## src/rtl/imem_dump_streamer.sv

```systemverilog
`default_nettype none
// ============================================================================
// Module   : imem_dump_streamer
// Brief    : Streams a whole-word byte range out of a synchronous byte-read
//            memory port onto a valid/ready byte stream.
// Revision : 1.0 - initial release
// ============================================================================
module imem_dump_streamer #(
    parameter int ADDR_WIDTH = 32,
    parameter int LEN_WIDTH  = 16
) (
    input  logic                  clock,
    input  logic                  reset,
    input  logic                  start,
    input  logic [ADDR_WIDTH-1:0] base_addr,
    input  logic [LEN_WIDTH-1:0]  length,
    output logic                  mem_read_enable,
    output logic [ADDR_WIDTH-1:0] mem_addr,
    input  logic [7:0]            mem_read_data,
    output logic                  out_valid,
    output logic [7:0]            out_data,
    output logic [1:0]            out_index,
    output logic                  out_last,
    input  logic                  out_ready,
    output logic                  busy,
    output logic                  done
);

    typedef enum logic [2:0] {
        S_IDLE   = 3'd0,
        S_ISSUE  = 3'd1,
        S_WAIT   = 3'd2,
        S_SEND   = 3'd3,
        S_FINISH = 3'd4
    } state_t;

    localparam logic [LEN_WIDTH-1:0] c_WORD_MASK = {{(LEN_WIDTH-2){1'b1}}, 2'b00};
    localparam logic [LEN_WIDTH-1:0] c_LEN_ONE   = {{(LEN_WIDTH-1){1'b0}}, 1'b1};
    localparam logic [LEN_WIDTH-1:0] c_LEN_ZERO  = '0;

    state_t                r_state;
    state_t                w_next_state;
    logic [ADDR_WIDTH-1:0] r_addr;
    logic [LEN_WIDTH-1:0]  r_remaining;
    logic [1:0]            r_index;
    logic [7:0]            r_data;
    logic [LEN_WIDTH-1:0]  w_eff_len;
    logic                  w_handshake;

    assign w_eff_len   = length & c_WORD_MASK;
    assign w_handshake = (r_state == S_SEND) && out_ready;

    // r_index tracks (address - base) mod 4 without a full-width subtract
    always_ff @(posedge clock) begin
        if (reset) begin
            r_state     <= S_IDLE;
            r_addr      <= '0;
            r_remaining <= '0;
            r_index     <= 2'd0;
            r_data      <= 8'd0;
        end else begin
            r_state <= w_next_state;
            if (r_state == S_IDLE && start) begin
                r_addr      <= base_addr;
                r_remaining <= w_eff_len;
                r_index     <= 2'd0;
            end
            if (r_state == S_WAIT) begin
                r_data <= mem_read_data;
            end
            if (w_handshake) begin
                r_addr      <= r_addr + 1'b1;
                r_remaining <= r_remaining - 1'b1;
                r_index     <= r_index + 2'd1;
            end
        end
    end

    always_comb begin
        w_next_state    = r_state;
        mem_read_enable = 1'b0;
        out_valid       = 1'b0;
        out_index       = 2'd0;
        out_last        = 1'b0;
        busy            = 1'b1;
        done            = 1'b0;
        case (r_state)
            S_IDLE: begin
                busy = 1'b0;
                if (start) begin
                    w_next_state = (w_eff_len == c_LEN_ZERO) ? S_FINISH : S_ISSUE;
                end
            end
            S_ISSUE: begin
                mem_read_enable = 1'b1;
                w_next_state    = S_WAIT;
            end
            S_WAIT: begin
                w_next_state = S_SEND;
            end
            S_SEND: begin
                out_valid = 1'b1;
                out_index = r_index;
                out_last  = (r_remaining == c_LEN_ONE);
                // remaining is at least 1 here, so "not one" means more bytes follow
                if (out_ready) begin
                    w_next_state = (r_remaining != c_LEN_ONE) ? S_ISSUE : S_FINISH;
                end
            end
            S_FINISH: begin
                done         = 1'b1;
                w_next_state = S_IDLE;
            end
            default: begin
                w_next_state = S_IDLE;
            end
        endcase
    end

    assign mem_addr = r_addr;
    assign out_data = r_data;

endmodule
`default_nettype wire

```

## config.mk

```make
export PLATFORM = sky130hd
export DESIGN_NAME = imem_dump_streamer
export DESIGN_NICKNAME = d
export VERILOG_FILES = /design/src/rtl/imem_dump_streamer.sv
export SDC_FILE = /design/constraint.sdc
export NUM_CORES = 1
export LEC_CHECK = 0
export CORE_MARGIN = 2
export CORE_UTILIZATION = 50
export DETAILED_ROUTE_END_ITERATION = 7
export GPL_ROUTABILITY_DRIVEN = 0
export HOLD_SLACK_MARGIN = 0.15
export PLACE_DENSITY_LB_ADDON = 0.15
export SLEW_MARGIN = 20
export SYNTH_ARGS = -nofsm -noshare
export SYNTH_HDL_FRONTEND = slang
export SYNTH_SLANG_ARGS = --single-unit
```

## constraint.sdc

```tcl
create_clock -name clock -period 5.3 [get_ports clock]
set_clock_uncertainty 0.1 [all_clocks]
set_input_delay 1.06 -clock clock [delete_from_list [all_inputs] [get_ports clock]]
set_output_delay 1.06 -clock clock [all_outputs]
set_load 0.1 [all_outputs]
```

==> results.toml, run 1 <==
# synthesis and place-and-route metrics
[floorplanning]
io_pins = 107
die_area_mm2 = 0.00729

[pwr]
power.density_cell_area_mw_per_mm2 = 296

[worst_hold_path]
min-delay-path-class = "flop to flop"

[finish]
clkbuf_count = 10
layout.cells.most_common_list = "clkdlybuf4s50_1, dfxtp_1, nor2_1"
post_route_cells_drive_above_1_share = 0.0798
dominant_cells = "logic gates"
sh_comb_area = 0.431
final_net_count = 572

[critical_path]
worstPathMaxFanout = 7
critical_path_required_ns = 4.14

[synthesis]
synthTopCellsByCount = "dfxtp_1, nor2_1, nand2_1"
postSynth.asyncResetShare = 0
post_synth.cell_area_avg_um2 = 7.97
count_of_unique_library_cells_instantiated_by_yosys = 56

[sta]
totalNegativeSetupSlack_ns = 0
period_used_share = 0.817

[clocking]
htreeDepth = 3
clk_pin_slew_ns = 0.08
postCtsResizedCells = 0
clk_latency_ns = 0.34

[outcome]
status = "finished clean"

[run]
cap_viol_max_count = 0
[run 1: critical path, cell delays in order, from the launching register on]
cell and delay [ns]:
dfxtp_1 0.37, or4_4 0.59, nor4_1 0.33, nand4b_1 0.21, nor2_1 0.18, clkdlybuf4s50_1 1.15
[run 1: per-layer routing]
| metal | global-route usage | vias to the layer above |
|---|---|---|
| met5 | 0 | - |
| met4 | 0.0851 | 0 |
| met3 | 0.0837 | 17 |
| met2 | 0.404 | 182 |
| met1 | 0.351 | 1721 |
| li1 | - | 1758 |
[run 1: through the flow]
step | worst slack, ns | instances | utilization | hold WS (ns) | power, W
after floorplan | 1.28 | 415 | - | 0.353 | 0.000818
after global placement | 1.36 | 575 | 0.686 | 0.370 | 0.000934
after detailed placement | 1.36 | 575 | 0.686 | 0.392 | 0.000940
after CTS | 0.977 | 591 | 0.718 | 0.402 | 0.00136
after global routing | 0.830 | 591 | 0.718 | 0.438 | 0.00141
final | 0.969 | 591 | 0.718 | 0.398 | 0.00136
[run 1: kinds of logic after synthesis]
family,Yosys count,share of synthesized area
xor gates and xnor gates,7,0.0185
DFF,61,0.369
buffers and inverters,31,0.0363
and+or+nand+nor,190,0.307
muxes,14,0.0435
adders and majority gates,3,0.0113
AOI/OAI and AO/OA,109,0.215
[run 1: how the worst min path moves through the flow]
stage                     slack [ns]  cells after the start    endpoint        from
final                           0.40                      2  r_index[1]  r_index[1]
after floorplan                 0.35                      2  r_index[1]  r_index[1]
after detailed placement        0.39                      2  r_index[1]  r_index[1]
after global routing            0.44                      2  r_index[1]  r_index[1]
after CTS                       0.40                      2  r_index[1]  r_index[1]
after global placement          0.37                      2  r_index[1]  r_index[1]
[run 1: sequential cells by signal (all words and copies together) (netlist names)]
register     cells
r_index          2
r_remaining     16
r_state          3
mem_addr        32
out_data         8
Fig. 1: run 1, power grid
The bar under the picture is 20 µm long. Pins as bars on the die edge.
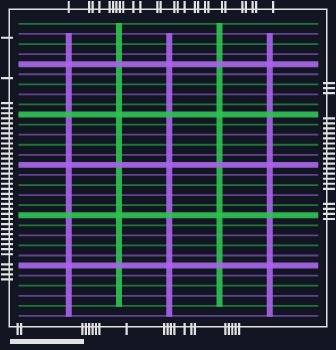
purple -> VSS
green -> VDD
met1 rails = 30
met5 straps = 5

Fig. 2: run 1, cells colored by class
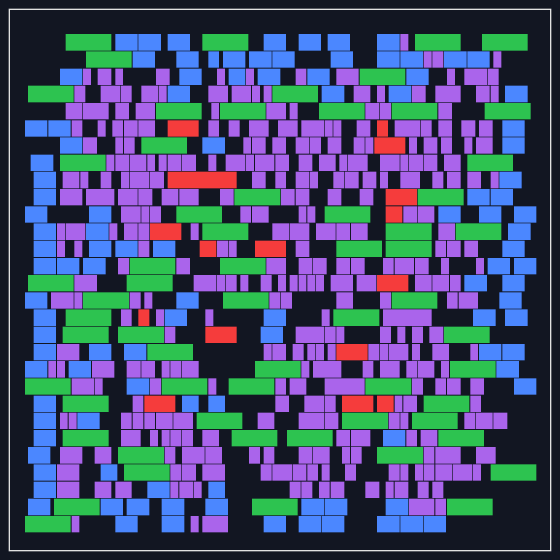
purple -> combinational and other logic  # cells 328
green -> sequential cells  # cells 61
blue -> remaining buffers and delay cells  # cells 109
red -> clock drivers and dummy loads  # cells 16

Fig. 3: run 1, routed clock nets over the placement
The bar under the picture is 20 µm long.
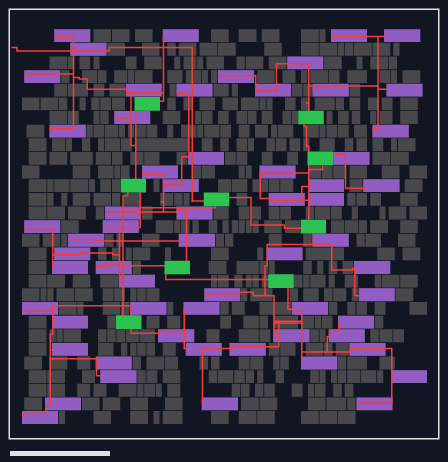
purple -> flip-flops  # count 61
red -> clock wires  # length 859 µm
green -> clock drivers  # count 9
routed clock nets = 10

Fig. 4: run 1, metal layers overlaid
The bar under the picture is 20 µm long.
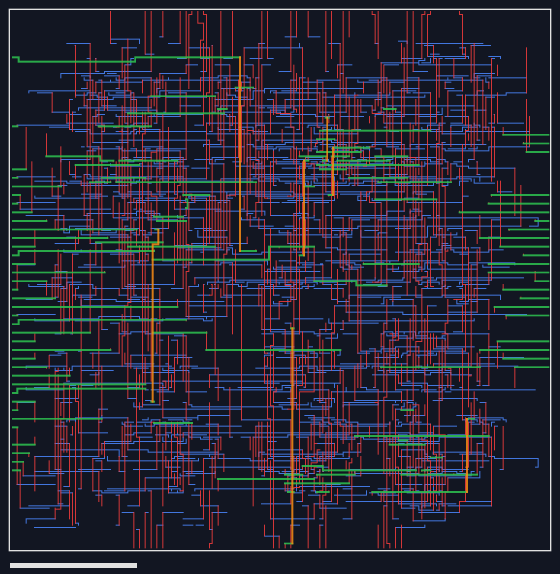
blue -> metal 1  # wire length 4140 µm
red -> metal 2  # wire length 4420 µm
orange -> metal 4  # wire length 134 µm
green -> metal 3  # wire length 951 µm
total length of routed wires: 9.65 mm
total via count in the routed design: 3678

Fig. 5: run 1, clock wiring as the flow saved it
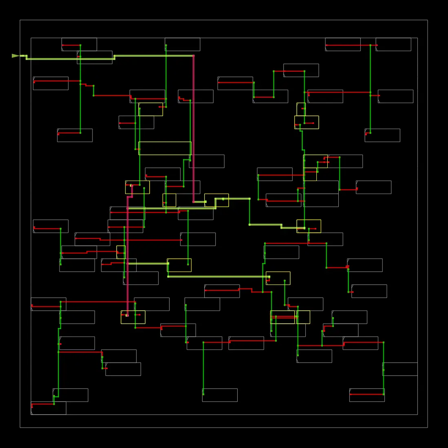

==> run 2: changes to the inputs <==
CORE_UTILIZATION = 42   (was 50)
clock period = 3.7 ns   (was 5.3 ns; I/O delays follow)
Fig. 6: run 2, clock wiring as the flow saved it
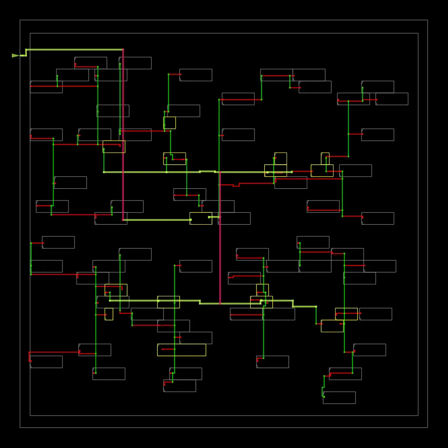
number of buffers created by CTS: 9
clock latency on the worst-skew pair: 0.34 ns
clock net sink count: 61
number of clock buffers in the layout: 10

==> results.toml, run 2 <==
# synthesis and place-and-route metrics
[sta]
totalNegativeSetupSlack_ns = 0

[detailed_routing]
routed_wirelength_mm = 9.78

[finish]
largest_register_ff_count = 32
final_net_count = 578
layout.cells.most_common_list = "clkdlybuf4s50_1, dfxtp_1, nor2_1"

[critical_path]
timing.critical_path.max_delay_family = "simple AND/OR/NAND/NOR gates"
timing.critical_path.slowest_stage_cell = "or4_4"
cp_cell_sequence = "or4_4 -> nor4_1 -> nand4b_1 -> nor2_1 -> buf_4"
critical-path-max-stage-delay_ns = 0.58

[outcome]
status = "finished clean"

[worst_hold_path]
min-delay-path-class = "flop to flop"

[place]
place.detailed.instances = 606
pre_cts_slack_ns = 0.753

[clocking]
htreeDepth = 3
postCtsResizedCells = 0
clk_pin_slew_ns = 0.07

[pwr]
power.density_cell_area_mw_per_mm2 = 419

[run]
cap_viol_max_count = 0

[synthesis]
postSynth.asyncResetShare = 0
count_of_unique_library_cells_instantiated_by_yosys = 56
post_synth.cell_area_avg_um2 = 7.97
Fig. 7: run 2, metal layers overlaid
The bar under the picture is 20 µm long.
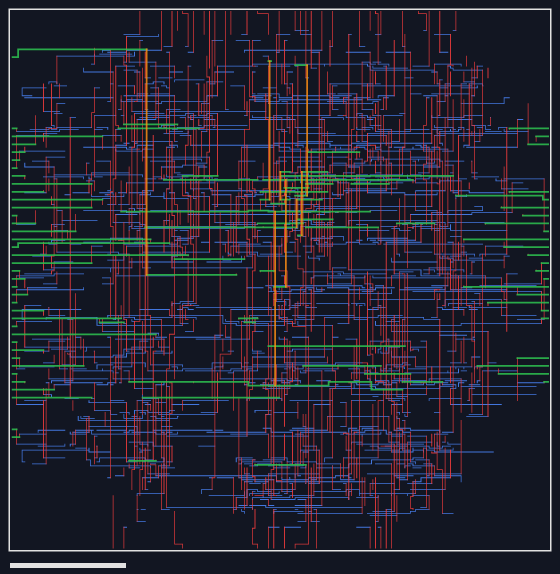
blue -> metal 1  # wire length 4220 µm
orange -> metal 4  # wire length 154 µm
red -> metal 2  # wire length 4520 µm
green -> metal 3  # wire length 895 µm
total via count in the routed design: 3611
Total Routing Usage GR: 0.228
wire length per cell: 15.7 µm

-- run 2: netlist changes by cell type in the layout (fill, tap and decap cells not counted), sizes merged --
cell	change
clkdlybuf4s50	-10
buf	+16
-- run 2: report_power, final --
part,switching (W),leakage (nW),internal [W]
sequential,0.0000601,0.500,0.000702
combinational,0.000387,0.980,0.000193
clock,0.000274,0.0943,0.000327
-- run 2: path summary, 6_finish.rpt --
kind,cells past startpoint,from,endpoint,slack [ns]
hold reg to reg,2,r_index[1],r_index[1],0.40
setup / recovery,5,r_remaining[6],out_last,0.53
setup reg to reg,5,mem_addr[3],mem_addr[21],1.41
hold / removal,2,r_index[1],r_index[1],0.40
-- run 2: cells by family after synthesis --
group	count (synthesis)	share of synthesized area
buf+inv	31	0.0363
flops	61	0.369
compound gates	109	0.215
simple gates	190	0.307
mux	14	0.0435
xor+xnor	7	0.0185
fa+ha+maj	3	0.0113
-- run 2: layer usage --
metal	up-vias	wire length (µm)	global-route usage
met5	-	0	0
met4	0	153	0.0662
met3	17	894	0.0862
met2	146	4520	0.357
met1	1674	4220	0.292
li1	1774	-	-
-- run 2: layout make-up --
class / count / area [µm²]
fill: 727 / 3050
sequential: 61 / 1220
timing repair buffer: 115 / 1090
multi-input combinational: 323 / 1970
inverter: 5 / 18.8
clock inverter: 6 / 62.6
tap: 102 / 128
clock buffer: 10 / 138
-- run 2: through the flow --
step | total power [W] | hold slack (ns) | util
finish | 0.00194 | 0.404 | 0.603
global route | 0.00203 | 0.456 | 0.603
CTS | 0.00195 | 0.406 | 0.603
detailed placement | 0.00135 | 0.383 | 0.577
global placement | 0.00135 | 0.369 | 0.577
floorplan | 0.00117 | 0.353 | -
Power figures rest on the tool's default switching activity, not on a simulated workload.
